Sequential cells grouped by signal name:
Other sequential cells in the stronger gray, the rest of the logic in the fainter gray.
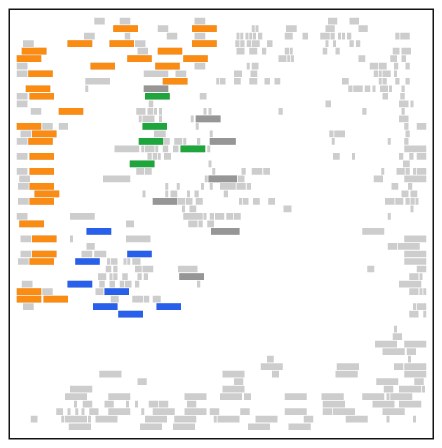
Routed metal per tile:
Scale bar: 50 um. 31 x 31 tiles, from dark purple (low) to yellow (high), scaled to the fullest tile. Values are wire area over tile area, all layers added.
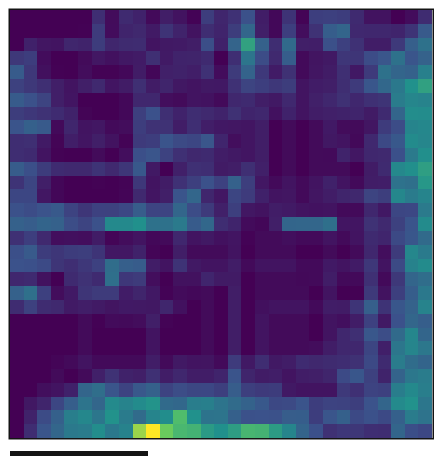
Placement view:
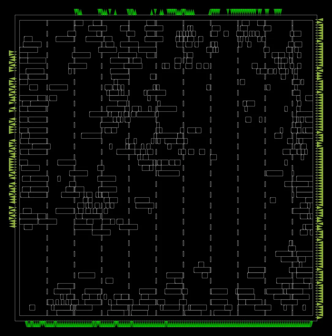
M4 wires:
Scale bar: 50 um. Supply wires on this layer in gray.
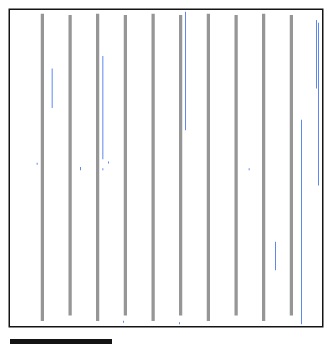
==> config.mk <==
export PLATFORM = sky130hd
export DESIGN_NAME = apb_slave_mux
export DESIGN_NICKNAME = d
export VERILOG_FILES = /design/src/rtl/apb_slave_mux.sv
export SDC_FILE = /design/constraint.sdc
export NUM_CORES = 1
export LEC_CHECK = 0
export CORE_AREA = 2 2 151 153
export CTS_CLUSTER_DIAMETER = 30
export DETAILED_ROUTE_END_ITERATION = 6
export DIE_AREA = 0 0 153 155
export DONT_BUFFER_PORTS = 1
export GPL_ROUTABILITY_DRIVEN = 1
export PLACE_DENSITY = 0.33
export SYNTH_ARGS = -nofsm -noshare
export SYNTH_HDL_FRONTEND = slang
export SYNTH_SLANG_ARGS = --single-unit
==> constraint.sdc <==
create_clock -name PCLK -period 4 [get_ports PCLK]
set_input_delay 0.4 -clock PCLK [delete_from_list [all_inputs] [get_ports PCLK]]
set_output_delay 0.4 -clock PCLK [all_outputs]
set_load 0.01 [all_outputs]
==> flow_summary.json <==
{
  "status": "finished clean",
  "worst_pin_slew_ns": 0.9310,
  "clkPwrFrac_pct": 17.5,
  "ys.flop_type": "dfrtp_1",
  "yosys.area_share.adder_pct": 0.8086,
  "clockBufferDepth": 2,
  "grtUsageMet2_pct": 27.59,
  "max_slew_margin_pct": 37.78,
  "chipWidth_um": 153,
  "num_io_pins": 391,
  "routed.top_layer": "met5",
  "ant_nets": 0,
  "fp-utilization_pct": 20.88,
  "met3_usage_pct": 8.189,
  "skew_ns": 0.004444,
  "setup_viol": 0,
  "layout_top_cells": "mux4_2, dfrtp_1, nor2_1",
  "die_h_um": 155,
  "p_per_area_mw_per_mm2": 470.1,
  "synth.comb.largest_family": "multiplexers",
  "switching_power_w": 0.0009449,
  "compound_area_share_pct": 9.191,
  "antenna_found_initial": 13,
  "via_per_inst": 5.320,
  "yosysUniqueCellTypes": 46,
  "netSwitchingFraction_pct": 39.32,
  "cts_htree_levels": 2,
  "gr-total-overflow": 0,
  "crit_top_cell": "buf_4",
  "insertion_delay_ns": 0.29,
  "routed-wl-met3_mm": 2.414,
  "comb_power_w": 0.000983,
  "cts_setup_buffers": 0,
  "io_buffer_count": 0,
  "logic_area_mm2": 0.003138,
  "place_hpwl_mm": 16.45,
  "ys_sh_simple_pct": 14.18,
  "crit_required_ns": 3.60,
  "drt_pre_antenna_iters": 5,
  "grt_util_met1_pct": 16.97,
  "syn-num-nets": 734,
  "async_reset_ff_share_pct": 100.0,
  "edf_count": 0,
  "dr_wl_met2_mm": 9.749,
  "final.setup.tns_ns": 0,
  "ir_worst_vdd_mv": 0.2173,
  "crit_cells": 10,
  "yosys_cells": 423,
  "p_int_w": 0.001458,
  "r2r_cells": 8,
  "power-top-group": "sequential cells",
  "ys_ff": 52,
  "whs_ns": 0.2167,
  "grt_pass1_wl_mm": 27.62,
  "row_count": 55,
  "ys_seq_share_pct": 28.03,
  "cts_tree": "built",
  "clock-sinks": 52,
  "critPathTopFamily": "simple AND/OR/NAND/NOR gates",
  "gp_congestion": 0.9890,
  "netlist_area_mm2": 0.004642,
  "leakage_nw": 1.883,
  "first_global_vias": 3840
}
Back to the opening pictures, 'sequential cells grouped by signal name':
netlist name	color	sequential cells
last_err_addr	orange	32
err_count	blue	8
wait_cnt_q	green	5
not colored	7
total sequential power: 0.00100 W
FF/Latch Area: 0.001310 mm2
flop share of the area: 25.63%
Util after Layout: 22.99%

Back to the opening pictures, 'routed metal per tile':
fullest tile	0.97
densest ninth of the die	lower right
mean over tiles	0.14
emptiest ninth of the die	upper left
tiles over half the peak	2.0%
GRT Total Usage: 15.76%
wire length per cell: 27.97 um
Post-Route WL: 19.66 mm
DR vias: 3740

Back to the opening pictures, 'placement view':
CORE AREA: 0.02223 mm2
fin cells: 703

Back to the opening pictures, 'M4 wires':
longest straight run	100 um
share of all routed wire	1.8%
main direction	vertical

==> cells by family after synthesis <==
| group | count (synthesis) |
|---|---|
| flops | 52 |
| simple gates | 137 |
| mux | 127 |
| buf+inv | 38 |
| fa+ha+maj | 3 |
| xor+xnor | 7 |
| compound gates | 59 |
==> final cells by class <==
type,count,area share [%]
Multi-Input combinational cell,333,61.40
Timing Repair Buffer,15,2.644
Tap cell,285,6.977
Clock buffer,7,2.595
Antenna cell,6,0.2938
Clock inverter,1,0.1714
Inverter,4,0.2938
Sequential cell,52,25.63
==> synthesized netlist by cell type, drive strengths merged (2+ instances only) <==
cell	n	area, um2
a211oi	4	55.05
a21o	2	15.01
a21oi	10	50.05
a222oi	2	20.02
a22o	7	61.31
a22oi	9	67.56
a32oi	4	35.03
and2	4	25.02
and3	3	18.77
buf	19	131.4
clkbuf	15	56.30
dfrtp	52	1301
ha	3	37.54
inv	4	15.01
mux2	36	405.4
mux2i	40	400.4
mux4	51	1149
nand2	38	142.6
nand3	10	50.05
nand4	5	31.28
nor2	47	193.9
nor2b	4	25.02
nor3	11	55.05
nor3b	5	37.54
o21ai	18	90.08
or2	2	15.02
or4	2	15.01
xor2	7	61.31
==> through the flow <==
| step | util [%] | cell area, um2 | setup slack, ns | cells | power, W |
|---|---|---|---|---|---|
| floorplan | - | 4642 | 1.360 | 423 | 0.001753 |
| global placement | 22.12 | 4917 | 0.7203 | 687 | 0.001983 |
| detailed placement | 22.12 | 4917 | 0.6183 | 687 | 0.001995 |
| CTS | 22.93 | 5096 | 0.2892 | 697 | 0.002452 |
| global route | 22.97 | 5106 | 0.1127 | 701 | 0.002576 |
| finish | 22.99 | 5111 | 0.3564 | 703 | 0.002403 |
No activity file was given, so power comes from the tool's default toggle rates.
